--- config.mk ---
export PLATFORM = sky130hd
export DESIGN_NAME = sys_cmd_ctrl
export DESIGN_NICKNAME = d
export VERILOG_FILES = /design/src/rtl/sys_cmd_ctrl_pkg.sv /design/src/rtl/sys_tx_sequencer.sv /design/src/rtl/sys_cmd_ctrl.sv
export SDC_FILE = /design/constraint.sdc
export NUM_CORES = 1
export LEC_CHECK = 0
export CAP_MARGIN = 20
export CORE_MARGIN = 2
export CORE_UTILIZATION = 45
export CTS_BUF_LIST = sky130_fd_sc_hd__clkbuf_16
export DETAILED_ROUTE_END_ITERATION = 10
export DONT_BUFFER_PORTS = 1
export GPL_TIMING_DRIVEN = 0
export PLACE_DENSITY = 0.58
export RECOVER_POWER = 25
export SYNTH_ARGS = -nofsm -noshare
export SYNTH_HDL_FRONTEND = slang
export SYNTH_SLANG_ARGS = --single-unit
--- constraint.sdc ---
create_clock -name CLK -period 2.3 [get_ports CLK]
set_input_delay 0.23 -clock CLK [delete_from_list [all_inputs] [get_ports CLK]]
set_output_delay 0.23 -clock CLK [all_outputs]
set_load 0.02 [all_outputs]
--- src/rtl/sys_cmd_ctrl_pkg.sv ---
// Shared constants for the UART command sequencer: opcodes, FSM state encoding
// and the register-file slots that hold the ALU operands.
package sys_cmd_ctrl_pkg;

    localparam logic [7:0] OP_WR      = 8'hAA;
    localparam logic [7:0] OP_RD      = 8'hBB;
    localparam logic [7:0] OP_ALU_OP  = 8'hCC;
    localparam logic [7:0] OP_ALU_NOP = 8'hDD;

    localparam logic [3:0] ST_IDLE     = 4'd0;
    localparam logic [3:0] ST_WR_ADDR  = 4'd1;
    localparam logic [3:0] ST_WR_DATA  = 4'd2;
    localparam logic [3:0] ST_RD_ADDR  = 4'd3;
    localparam logic [3:0] ST_RD_WAIT  = 4'd4;
    localparam logic [3:0] ST_OPA      = 4'd5;
    localparam logic [3:0] ST_OPB      = 4'd6;
    localparam logic [3:0] ST_ALU_FUN  = 4'd7;
    localparam logic [3:0] ST_ALU_WAIT = 4'd8;
    localparam logic [3:0] ST_TX_REQ   = 4'd9;
    localparam logic [3:0] ST_TX_HOLD  = 4'd10;

    localparam int RF_ADDR_OPA = 0;
    localparam int RF_ADDR_OPB = 1;

endpackage

--- src/rtl/sys_tx_sequencer.sv ---
// Streams a one- or two-byte result to the UART transmitter, low byte first,
// pacing each byte on the transmitter's busy flag.
module sys_tx_sequencer
    import sys_cmd_ctrl_pkg::*;
#(
    parameter int DATA_WIDTH = 8
) (
    input  logic                    clk,
    input  logic                    rst_n,
    input  logic                    start,
    input  logic                    two_bytes,
    input  logic [2*DATA_WIDTH-1:0] data,
    input  logic                    tx_busy,
    output logic [DATA_WIDTH-1:0]   tx_data,
    output logic                    tx_vld,
    output logic                    done,
    output logic [3:0]              state
);

    logic [2*DATA_WIDTH-1:0] shreg;
    logic                    last;
    logic                    seen_busy;

    // Handshake: a byte is offered (tx_vld for one cycle) only while tx_busy is
    // low; the byte is considered consumed once tx_busy has risen and fallen.
    always_ff @(posedge clk or negedge rst_n) begin
        if (!rst_n) begin
            state     <= ST_IDLE;
            shreg     <= '0;
            last      <= 1'b0;
            seen_busy <= 1'b0;
            tx_data   <= '0;
            tx_vld    <= 1'b0;
            done      <= 1'b0;
        end else begin
            tx_vld <= 1'b0;
            done   <= 1'b0;
            case (state)
                ST_IDLE: begin
                    if (start) begin
                        shreg <= data;
                        last  <= !two_bytes;
                        state <= ST_TX_REQ;
                    end
                end
                ST_TX_REQ: begin
                    if (!tx_busy) begin
                        tx_vld    <= 1'b1;
                        tx_data   <= shreg[DATA_WIDTH-1:0];
                        seen_busy <= 1'b0;
                        state     <= ST_TX_HOLD;
                    end
                end
                ST_TX_HOLD: begin
                    if (tx_busy) begin
                        seen_busy <= 1'b1;
                    end else if (seen_busy) begin
                        if (last) begin
                            done  <= 1'b1;
                            state <= ST_IDLE;
                        end else begin
                            shreg <= {{DATA_WIDTH{1'b0}}, shreg[2*DATA_WIDTH-1:DATA_WIDTH]};
                            last  <= 1'b1;
                            state <= ST_TX_REQ;
                        end
                    end
                end
                default: state <= ST_IDLE;
            endcase
        end
    end

endmodule

--- src/rtl/sys_cmd_ctrl.sv ---
// Command sequencer behind the UART receiver: decodes framed commands into
// register-file and ALU operations and returns results through the transmitter.
module sys_cmd_ctrl
    import sys_cmd_ctrl_pkg::*;
#(
    parameter int DATA_WIDTH  = 8,
    parameter int ADDR_WIDTH  = 4,
    parameter int FUN_WIDTH   = 4,
    parameter int TIMEOUT_CYC = 4096
) (
    input  logic                    CLK,
    input  logic                    RST,
    input  logic [DATA_WIDTH-1:0]   RX_P_DATA,
    input  logic                    RX_D_VLD,
    input  logic [DATA_WIDTH-1:0]   RF_RdData,
    input  logic                    RF_RdData_VLD,
    input  logic [2*DATA_WIDTH-1:0] ALU_OUT,
    input  logic                    ALU_OUT_VLD,
    input  logic                    TX_BUSY,
    output logic                    RF_WrEn,
    output logic                    RF_RdEn,
    output logic [ADDR_WIDTH-1:0]   RF_Address,
    output logic [DATA_WIDTH-1:0]   RF_WrData,
    output logic                    ALU_EN,
    output logic [FUN_WIDTH-1:0]    ALU_FUN,
    output logic                    CLK_GATE_EN,
    output logic [DATA_WIDTH-1:0]   TX_P_DATA,
    output logic                    TX_D_VLD,
    output logic                    FRM_ERR
);

    localparam int CNT_W = $clog2(TIMEOUT_CYC + 1);
    localparam logic [CNT_W-1:0] CNT_TERM = CNT_W'(TIMEOUT_CYC - 1);

    logic [3:0]              state;
    logic [CNT_W-1:0]        idle_cnt;
    logic [ADDR_WIDTH-1:0]   addr_q;
    logic [2*DATA_WIDTH-1:0] result;
    logic                    tx_start;
    logic                    tx_two;
    logic                    tx_done;
    logic                    timed;
    logic [ADDR_WIDTH-1:0]   rx_addr;

    assign rx_addr = RX_P_DATA[ADDR_WIDTH-1:0];
    assign timed   = state inside {ST_WR_ADDR, ST_WR_DATA, ST_RD_ADDR, ST_OPA, ST_OPB, ST_ALU_FUN};

    always_ff @(posedge CLK or negedge RST) begin
        if (!RST) begin
            state       <= ST_IDLE;
            idle_cnt    <= '0;
            addr_q      <= '0;
            result      <= '0;
            tx_start    <= 1'b0;
            tx_two      <= 1'b0;
            RF_WrEn     <= 1'b0;
            RF_RdEn     <= 1'b0;
            RF_Address  <= '0;
            RF_WrData   <= '0;
            ALU_EN      <= 1'b0;
            ALU_FUN     <= '0;
            CLK_GATE_EN <= 1'b0;
            FRM_ERR     <= 1'b0;
        end else begin
            RF_WrEn  <= 1'b0;
            RF_RdEn  <= 1'b0;
            ALU_EN   <= 1'b0;
            FRM_ERR  <= 1'b0;
            tx_start <= 1'b0;

            // An arriving byte always beats the terminal count.
            if (timed && !RX_D_VLD) begin
                if (idle_cnt == CNT_TERM) begin
                    FRM_ERR     <= 1'b1;
                    CLK_GATE_EN <= 1'b0;
                    state       <= ST_IDLE;
                    idle_cnt    <= '0;
                end else begin
                    idle_cnt <= idle_cnt + 1'b1;
                end
            end else begin
                idle_cnt <= '0;
            end

            case (state)
                ST_IDLE: begin
                    if (RX_D_VLD) begin
                        case (RX_P_DATA)
                            DATA_WIDTH'(OP_WR):      state <= ST_WR_ADDR;
                            DATA_WIDTH'(OP_RD):      state <= ST_RD_ADDR;
                            DATA_WIDTH'(OP_ALU_OP):  state <= ST_OPA;
                            DATA_WIDTH'(OP_ALU_NOP): begin
                                CLK_GATE_EN <= 1'b1;
                                state       <= ST_ALU_FUN;
                            end
                            default: state <= ST_IDLE;
                        endcase
                    end
                end
                ST_WR_ADDR: begin
                    if (RX_D_VLD) begin
                        addr_q <= rx_addr;
                        state  <= ST_WR_DATA;
                    end
                end
                ST_WR_DATA: begin
                    if (RX_D_VLD) begin
                        RF_WrEn    <= 1'b1;
                        RF_Address <= addr_q;
                        RF_WrData  <= RX_P_DATA;
                        state      <= ST_IDLE;
                    end
                end
                ST_RD_ADDR: begin
                    if (RX_D_VLD) begin
                        RF_RdEn    <= 1'b1;
                        RF_Address <= rx_addr;
                        state      <= ST_RD_WAIT;
                    end
                end
                ST_RD_WAIT: begin
                    if (RF_RdData_VLD) begin
                        result   <= {{DATA_WIDTH{1'b0}}, RF_RdData};
                        tx_two   <= 1'b0;
                        tx_start <= 1'b1;
                        state    <= ST_TX_REQ;
                    end
                end
                ST_OPA: begin
                    if (RX_D_VLD) begin
                        RF_WrEn    <= 1'b1;
                        RF_Address <= ADDR_WIDTH'(RF_ADDR_OPA);
                        RF_WrData  <= RX_P_DATA;
                        state      <= ST_OPB;
                    end
                end
                ST_OPB: begin
                    if (RX_D_VLD) begin
                        RF_WrEn     <= 1'b1;
                        RF_Address  <= ADDR_WIDTH'(RF_ADDR_OPB);
                        RF_WrData   <= RX_P_DATA;
                        CLK_GATE_EN <= 1'b1;
                        state       <= ST_ALU_FUN;
                    end
                end
                ST_ALU_FUN: begin
                    if (RX_D_VLD) begin
                        ALU_EN  <= 1'b1;
                        ALU_FUN <= RX_P_DATA[FUN_WIDTH-1:0];
                        state   <= ST_ALU_WAIT;
                    end
                end
                ST_ALU_WAIT: begin
                    if (ALU_OUT_VLD) begin
                        result      <= ALU_OUT;
                        CLK_GATE_EN <= 1'b0;
                        tx_two      <= 1'b1;
                        tx_start    <= 1'b1;
                        state       <= ST_TX_REQ;
                    end
                end
                // The sequencer owns the request/hold handshake; this state just waits for it.
                ST_TX_REQ: begin
                    if (tx_done) state <= ST_IDLE;
                end
                default: state <= ST_IDLE;
            endcase
        end
    end

    sys_tx_sequencer #(
        .DATA_WIDTH (DATA_WIDTH)
    ) u_tx_seq (
        .clk       (CLK),
        .rst_n     (RST),
        .start     (tx_start),
        .two_bytes (tx_two),
        .data      (result),
        .tx_busy   (TX_BUSY),
        .tx_data   (TX_P_DATA),
        .tx_vld    (TX_D_VLD),
        .done      (tx_done),
        .state     ()
    );

endmodule

Fig. 1: M1 wires
Drawn at 3 px/um. Supply wires on this layer in gray.
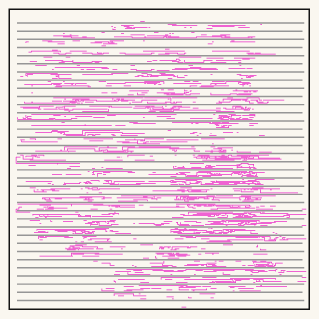
The layer carries 3930 um of wire. The wires run mostly horizontal. The longest straight run is 48.3 um.

Fig. 2: clock wiring as the flow saved it
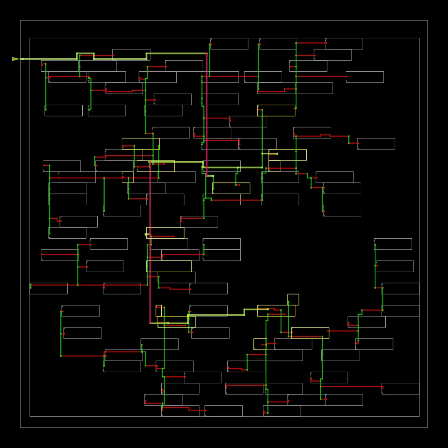
worst skew pair latency: 0.33 ns
Inserted Clock Buffers: 9
flop count: 91
Clock Sinks: 91
Clk. pwr: 1.43 mW

Fig. 3: cell area per tile
Drawn at 4 px/um. The die is cut into 10 by 10 equal tiles; white is low, dark blue is high, 0 to 100% covered.
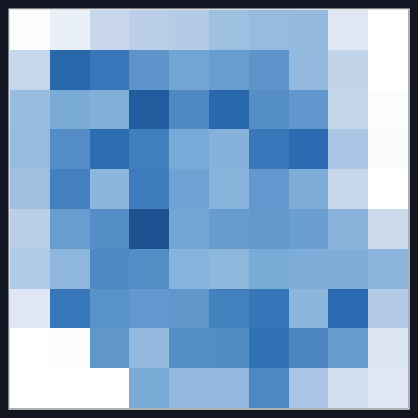
7.0% of the tiles are over 75% full. 9.0% of the tiles are nearly empty. The mean over all tiles is 44%. The fullest tile reaches 87%.
Initial Util: 46.6%
CORE AREA: 0.00881 sq mm
final core occ: 51.5%

Fig. 4: met3 routing
Drawn at 4 px/um.
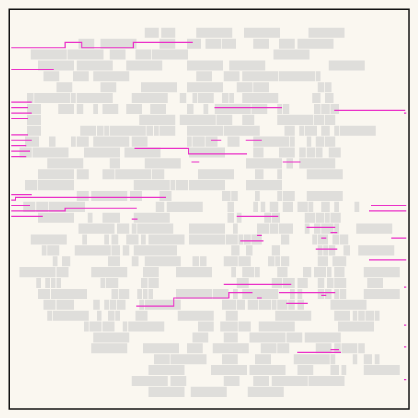
The wires run mostly horizontal. 40 nets have wire on it. The layer holds 5.0% of the routed length. The layer carries 404 um of wire. The longest straight run is 37.5 um.

==> per-layer routing <==
metal / share of wire, % / routed length, um
met5: 0 / 0
met1: 48 / 3930
met4: 0.85 / 69
met3: 5.0 / 404
met2: 46 / 3750
==> worst min-delay path by stage <==
stage / start / to / slack [ns]
floorplan: RST / ALU_EN / -0.07
global placement: RST / RF_Address[1] / -0.06
detailed placement: RST / RF_Address[1] / -0.06
CTS: RST / result[15] / -0.42
global route: RST / RF_Address[1] / -0.42
finish: RST / RF_Address[1] / -0.41
==> critical path: cells and delay by family, from the launching register on <==
kind | cells | cell delay, ns
DFF | 1 | 0.40
AOI/OAI and AO/OA | 1 | 0.34
adders and majority gates | 1 | 0.20
and+or+nand+nor | 3 | 1.03
==> results_slide.txt <==
Physical Implementation Snapshot

STA
  • Max-Slew Margin vs Limit: 45.2%
  • Hold_ws: -0.410 ns
  • Final Hold Viols: between 90 and 100
  • Worst setup margin: 0.211 ns
  • RSZ-0062 raised after global routing: no

Flow run
  • OpenROAD warning count: 28

Power and ir drop
  • Static leakage: between 1.5 and 2 nW
  • Comb pwr: between 1 and 1.5 mW
  • Maximum resistive drop on vdd: between 0.4 and 0.5 mV
  • Internal: roughly 3.6 mW
  • Sequential cell power: between 2 and 3 mW

Route
  • DR iter-0 viols: approximately 130
  • DR vias: 2714

Layout
  • Final #Nets: 404
  • Comb gates: about 240
  • Signal buf overhead: 1.90%
  • Comb area: between 0.0015 and 0.002 sq mm
  • Regs by FF count: result (16), u_tx_seq.shreg (16), idle_cnt (13)
  • Number of logic inverters in the finished layout: 7
  • Sequential cell area: around 0.0023 sq mm

Placed design
  • HPWL Detailed: roughly 5700 um
  • I/O Buffers: 0
  • Dpl cells: around 460
  • Placed instance area: about 0.0042 sq mm

Synthesis
  • Area leader share: 55.4%
  • Number of enable flip-flop cells: 0
  • Yosys chip area: 0.00411 sq mm
  • Adder share: less than 1%
  • Synth area leader: dfrtp_1
  • Seq cells post-synth: between 90 and 100

GRT
  • Initial antenna violation count: 0
  • Grt met1 use: 25.1%

Floorplanning
  • Num rows: 34
  • Tap cells: 108

Clock tree
  • Clk buf depth: 2
  • CTS tree: built

Run status
  • Status: finished with violations
  • Failing checks: hold timing
No activity file was given, so power comes from the tool's default toggle rates.
